`src/rtl/pipelined_arith_unit.sv`:
```
// Multi-lane integer unit: single-cycle ALU ops plus a MUL_LAT-deep multiply pipeline per lane.
// A completing MUL owns the lane's output register, so in_ready drops the cycle before it lands.
module pipelined_arith_unit #(
  parameter int unsigned NUM_LANES = 2,
  parameter int unsigned DATA_W    = 32,
  parameter int unsigned TAG_W     = 6,
  parameter int unsigned MUL_LAT   = 3
) (
  input  logic                                clock,
  input  logic                                reset,
  input  logic [NUM_LANES-1:0]                in_valid,
  input  logic [NUM_LANES-1:0][2:0]           in_op,
  input  logic [NUM_LANES-1:0][DATA_W-1:0]    in_a,
  input  logic [NUM_LANES-1:0][DATA_W-1:0]    in_b,
  input  logic [NUM_LANES-1:0][TAG_W-1:0]     in_tag,
  output logic [NUM_LANES-1:0]                in_ready,
  output logic [NUM_LANES-1:0]                out_valid,
  output logic [NUM_LANES-1:0][DATA_W-1:0]    out_data,
  output logic [NUM_LANES-1:0][TAG_W-1:0]     out_tag,
  input  logic                                flush_in
);

  localparam int unsigned LAST_STG = MUL_LAT - 1;

  localparam logic [2:0] OP_ADD = 3'd0;
  localparam logic [2:0] OP_SUB = 3'd1;
  localparam logic [2:0] OP_AND = 3'd2;
  localparam logic [2:0] OP_OR  = 3'd3;
  localparam logic [2:0] OP_XOR = 3'd4;
  localparam logic [2:0] OP_MUL = 3'd5;

  typedef struct packed {
    logic              vld;
    logic [TAG_W-1:0]  tag;
    logic [DATA_W-1:0] data;
  } stage_t;

  for (genvar l = 0; l < NUM_LANES; l++) begin : g_lane
    // Stage k holds a MUL k edges after acceptance; the output register is the final step.
    stage_t            r_stg [1:LAST_STG];
    stage_t            r_out;
    stage_t            w_out_nxt;
    stage_t            w_stg1_nxt;
    logic              w_is_mul;
    logic              w_take_mul;
    logic              w_take_alu;
    logic [DATA_W-1:0] w_alu;
    logic [DATA_W-1:0] w_prod;

    assign in_ready[l]  = ~r_stg[LAST_STG].vld;
    assign w_is_mul     = (in_op[l] == OP_MUL);
    assign w_take_mul   = in_valid[l] & w_is_mul & ~flush_in;
    assign w_take_alu   = in_valid[l] & ~w_is_mul & in_ready[l] & ~flush_in;
    assign w_prod       = in_a[l] * in_b[l];

    // Reserved opcodes fall into the default arm and return zero.
    always_comb begin
      w_alu = '0;
      case (in_op[l])
        OP_ADD:  w_alu = in_a[l] + in_b[l];
        OP_SUB:  w_alu = in_a[l] - in_b[l];
        OP_AND:  w_alu = in_a[l] & in_b[l];
        OP_OR:   w_alu = in_a[l] | in_b[l];
        OP_XOR:  w_alu = in_a[l] ^ in_b[l];
        default: w_alu = '0;
      endcase
    end

    always_comb begin
      w_stg1_nxt = '0;
      if (w_take_mul) begin
        w_stg1_nxt.vld  = 1'b1;
        w_stg1_nxt.tag  = in_tag[l];
        w_stg1_nxt.data = w_prod;
      end
    end

    always_comb begin
      w_out_nxt = '0;
      if (flush_in) begin
        w_out_nxt = '0;
      end else if (r_stg[LAST_STG].vld) begin
        w_out_nxt = r_stg[LAST_STG];
      end else if (w_take_alu) begin
        w_out_nxt.vld  = 1'b1;
        w_out_nxt.tag  = in_tag[l];
        w_out_nxt.data = w_alu;
      end
    end

    always_ff @(posedge clock or posedge reset) begin
      if (reset) begin
        for (int k = 1; k <= int'(LAST_STG); k++) begin
          r_stg[k] <= '0;
        end
        r_out <= '0;
      end else begin
        r_stg[1] <= flush_in ? '0 : w_stg1_nxt;
        for (int k = 2; k <= int'(LAST_STG); k++) begin
          r_stg[k] <= flush_in ? '0 : r_stg[k-1];
        end
        r_out <= w_out_nxt;
      end
    end

    assign out_valid[l] = r_out.vld;
    assign out_data[l]  = r_out.data;
    assign out_tag[l]   = r_out.tag;
  end

endmodule

```
`config.mk`:
```
export PLATFORM = sky130hd
export DESIGN_NAME = pipelined_arith_unit
export DESIGN_NICKNAME = d
export VERILOG_FILES = /design/src/rtl/pipelined_arith_unit.sv
export SDC_FILE = /design/constraint.sdc
export NUM_CORES = 2
export LEC_CHECK = 0
export ABC_AREA = 1
export ABC_CLOCK_PERIOD_IN_PS = 8500
export CORE_ASPECT_RATIO = 0.7
export CORE_MARGIN = 2
export CORE_UTILIZATION = 51
export DETAILED_ROUTE_END_ITERATION = 12
export PLACE_DENSITY = 0.69
export SETUP_SLACK_MARGIN = 0.02
export SLEW_MARGIN = 20
export SYNTH_ARGS = -nofsm -noshare
export SYNTH_HDL_FRONTEND = slang
export SYNTH_SLANG_ARGS = --single-unit
export TNS_END_PERCENT = 50
```
`constraint.sdc`:
```
create_clock -name clock -period 8.5 [get_ports clock]
set_input_delay 1.7 -clock clock [delete_from_list [all_inputs] [get_ports clock]]
set_output_delay 1.7 -clock clock [all_outputs]
set_load 0.01 [all_outputs]
```
clock_wires.png
Drawn at 1.5 px/um.
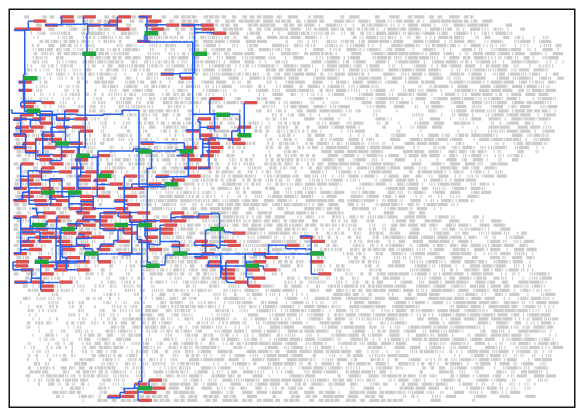
- blue: clock wires (length 3450 um)
- green: clock-net drivers (count 27)
- red: flip-flops (count 234)
- routed clock nets: 28
largest clock skew in the final design: 0.0102 ns

==> metrics.log <==
[metrics] run summary
INFO  metric run_status = finished, final reports clean
INFO  metric buffer_area_share = between 10% and 20%
INFO  metric ys_cells = around 6.6k
INFO  metric synth_top_cell_by_area = sky130_fd_sc_hd__fa_1
INFO  metric netlist_top_cells_count = sky130_fd_sc_hd__inv_1, sky130_fd_sc_hd__nand2_1, sky130_fd_sc_hd__fa_1, sky130_fd_sc_hd__ha_1, sky130_fd_sc_hd__nor2_1
INFO  metric insertedDiodeCount = 1
INFO  metric firstDrtPassIters = 8
INFO  metric sh_comb_area = 62.2%
INFO  metric critical_path.startpoint_type = input pin
INFO  metric cts.htree.levels = 1
INFO  metric synth_top_cell_by_count = sky130_fd_sc_hd__inv_1
INFO  metric clkSlewWorstSetupHoldPaths = ~0.060 ns
INFO  metric totalNegativeSetupSlack = 0 ns
INFO  metric netlist_instances = around 6.6k
INFO  metric grt_start_max_net_pins = 108
INFO  metric hold_path.class = flip-flop to flip-flop
INFO  metric timing.hold.worst.start = g_lane[0].r_stg[28]$_DFF_PP0_
INFO  metric dominant-cell-class = logic gates
INFO  metric detailedPlacementHpwl = 150000 um
INFO  metric share_of_final_layout_standard_cells_stronger_than_drive_strength_1 = roughly 8%
INFO  metric cts_buffers = 27
INFO  metric post-place-cells = about 8.2k
INFO  metric synth_flops = ~230
INFO  metric viasPerCell = ~5.3
INFO  metric tritoncts_num_sinks = between 200 and 250
INFO  metric critical_path_depth = 24
INFO  metric synth-async-reset-ratio = 100%
INFO  metric post_synth_instance_area = 49400 sq um
INFO  metric postLayoutCoreUtil = 59.6%
INFO  metric synth.distinct_cells = a little under 60
INFO  metric top_logic_kind = adder cells
INFO  metric post-route-period-util = 97.7%
INFO  metric timing.critical_path.fanout_max = 10
INFO  metric via_count_of_the_first_global_routing_pass = 44.3k
INFO  metric clockBufferDepth = 3
INFO  metric die-area = roughly 99000 sq um
INFO  metric cts.hold.buffers_added = 0
INFO  metric routedWlPerCell = between 20 and 25 um
INFO  metric synth.area.top_cells = sky130_fd_sc_hd__fa_1, sky130_fd_sc_hd__inv_1, sky130_fd_sc_hd__nand2_1
INFO  metric taps = roughly 1.3k
INFO  metric cts_tree = built
INFO  metric timing.critical_path.max_delay_family = adder cells
INFO  metric holdPathStages = 2
INFO  metric final_tally_of_hold_violations = 0
INFO  metric final_cell_count_no_fill = a little over 8k
INFO  metric remaining_drc_errors = 0
INFO  metric seq_share = roughly a tenth
INFO  metric crit_required = approximately 9 ns
INFO  metric timing.critical_path.slowest_cell_delay = roughly 0.7 ns
INFO  metric worstSetupPathType = input pin to flip-flop
INFO  metric place.gp.congestion = 1.03
INFO  metric ys_chip_area = roughly 50000 sq um
INFO  metric slew-limit-headroom = approximately 34%
INFO  metric yosys_warnings = 0
INFO  metric detail-route-antenna-nets = 0
INFO  metric worst_setup_path_endpoint = g_lane[0].r_stg[69]$_DFF_PP0_
INFO  metric critical_path.n_buffers_inverters = 6
INFO  metric n_clock_buffer = 35
INFO  metric antenna_found_initial = 6
INFO  metric nNonClkInverters = ~1.8k
INFO  metric final_max_slew_viols = 0
INFO  metric nFillCells = around 9k
INFO  metric critical_path.startpoint = in_a[10]
INFO  metric finalSetupViolations = 0
INFO  metric seq_area = roughly 5900 sq um
INFO  metric clk_lat_worst_skew = approximately 0.57 ns
INFO  metric synth_top_flop_cell = sky130_fd_sc_hd__dfrtp_1
INFO  metric fp-row-count = roughly 95
INFO  metric grt_first_pass_wirelength = approximately 270000 um
INFO  metric area_delta_synth_final = 15.9%
INFO  metric clock_tree_area_fraction = under 10%
INFO  metric cpMaxStageDelayCell = sky130_fd_sc_hd__clkdlybuf4s50_1
INFO  metric die_h = between 200 and 300 um
INFO  metric synthMuxAreaShare = 0%
INFO  metric whs = 0.455 ns
INFO  metric core = about 96000 sq um
INFO  metric cells_along_the_critical_path = clkdlybuf4s50_1, buf_4, buf_4, nand2_1, inv_1, fa_1, fa_1, inv_1, fa_1, fa_1, inv_1, fa_1, fa_1, fa_1, fa_1, ha_1, nand2_1, nor2_1, nand2_1, nor4_1, nand2_1, nand3_1, nand2_1, nor2_1
INFO  metric warnings = ~95
INFO  metric timing_worst_slew_pin_value = ~0.99 ns
INFO  metric timing.hold.worst_endpoint = out_data[28]$_DFF_PP0_
INFO  metric r2r.worst_path.cells = 6
INFO  metric area_share_of_and_or_or_and_cells_after_synthesis = approximately 6.8%
INFO  metric max_freq = roughly 0.12 GHz
INFO  metric globalRouteOverflowTotal = 0
INFO  metric design.final.nets = between 8k and 9k
INFO  metric crit-reg2reg-capture = out_data[9]$_DFF_PP0_
INFO  metric pin_count = roughly 230
INFO  metric numPortBuffers = 230
INFO  metric timing.rr.start = g_lane[0].r_stg[38]$_DFF_PP0_
INFO  metric synth.top_cell.area_share = 33.1%
INFO  metric ys_seq_share = between 10% and 20%
INFO  metric dieWidth = ~380 um
INFO  metric reg2reg_setup_slack = about 6.3 ns
INFO  metric edf_count = 0
INFO  metric cts.repair.resized = 0
INFO  metric syn-num-nets = between 7k and 8k
INFO  metric layout.sequential_cells = around 230
INFO  metric synthAdderAreaFrac = ~44%
INFO  metric synth.cellmix.simpleShare = a little under a fifth
INFO  metric post_cts_setup_buffers = 0
INFO  metric clk_root_buffer_cell = sky130_fd_sc_hd__clkbuf_16
INFO  metric globalRouteTotalUtil = between 30% and 40%
INFO  metric signal_buffers = slightly below 700
INFO  metric dr.first_iter.drc_count = ~5k
INFO  metric synth.cellmix.xorXnorShare = between 2 and 2.5%
INFO  metric logic_gate_count = between 4k and 5k
INFO  metric critical_path.most_common_cell = sky130_fd_sc_hd__fa_1
INFO  metric end_kind = flip-flop
INFO  metric cap_violations = 0
INFO  metric layout_min_cycle_time = 8.31 ns
INFO  metric arrival = just under 9 ns
INFO  metric grt_setup_unrepaired = no
INFO  metric comb_area = around 36000 sq um
m4.png
Drawn at 1 px/um.
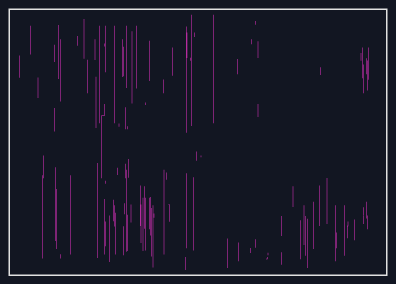
- wire length on this layer: 3790 um
- main direction: vertical
- nets with wire on the layer: 92
- longest straight run: 111 um
wirelength, routed: 180000 um
vias after detailed routing: 44.3k

## layout by cell type (no fill, tap or decap), drive strengths merged, types with 13 or more instances in the layout
master / instances
inv: 1824
or2: 16
ha: 438
dfrtp: 234
o21bai: 21
a31oi: 13
nand3b: 13
xnor2: 30
clkbuf: 35
buf: 454
fa: 818
nor3: 34
nand2: 1716
a221oi: 35
clkdlybuf4s50: 229
xor2: 99
nand4: 27
nand3: 159
a22o: 22
o2111ai: 21
a21oi: 193
nor2: 323
o21ai: 194
## sequential cells by signal (all words and copies together), names as in the netlist
name and count:
g_lane.r_stg 156, out_data 64, out_tag 12, out_valid 2
## routing by layer
layer / routed length, um / vias up / share of wire [%] / GRT usage (%)
met5: 37 / - / 0.021 / 0
met4: 3790 / 6 / 2.1 / 6.79
met3: 30000 / 233 / 17 / 16.0
met2: 64200 / 2525 / 36 / 45.8
met1: 82000 / 21520 / 46 / 57.7
li1: - / 20007 / - / -
## worst reg2reg max path, delay by kind of cell (launching register included)
family,cells,cell delay [ns]
buf+inv,3,0.83
simple gates,2,0.66
flops,1,0.42
compound gates,1,0.19
## stage by stage
| stage | setup slack (ns) | instance area, sq um |
|---|---|---|
| floorplan | 0.382 | 49400 |
| global placement | -0.309 | 56300 |
| detailed placement | -0.193 | 56300 |
| CTS | 0.338 | 57200 |
| global route | 0.0251 | 57200 |
| finish | 0.194 | 57200 |
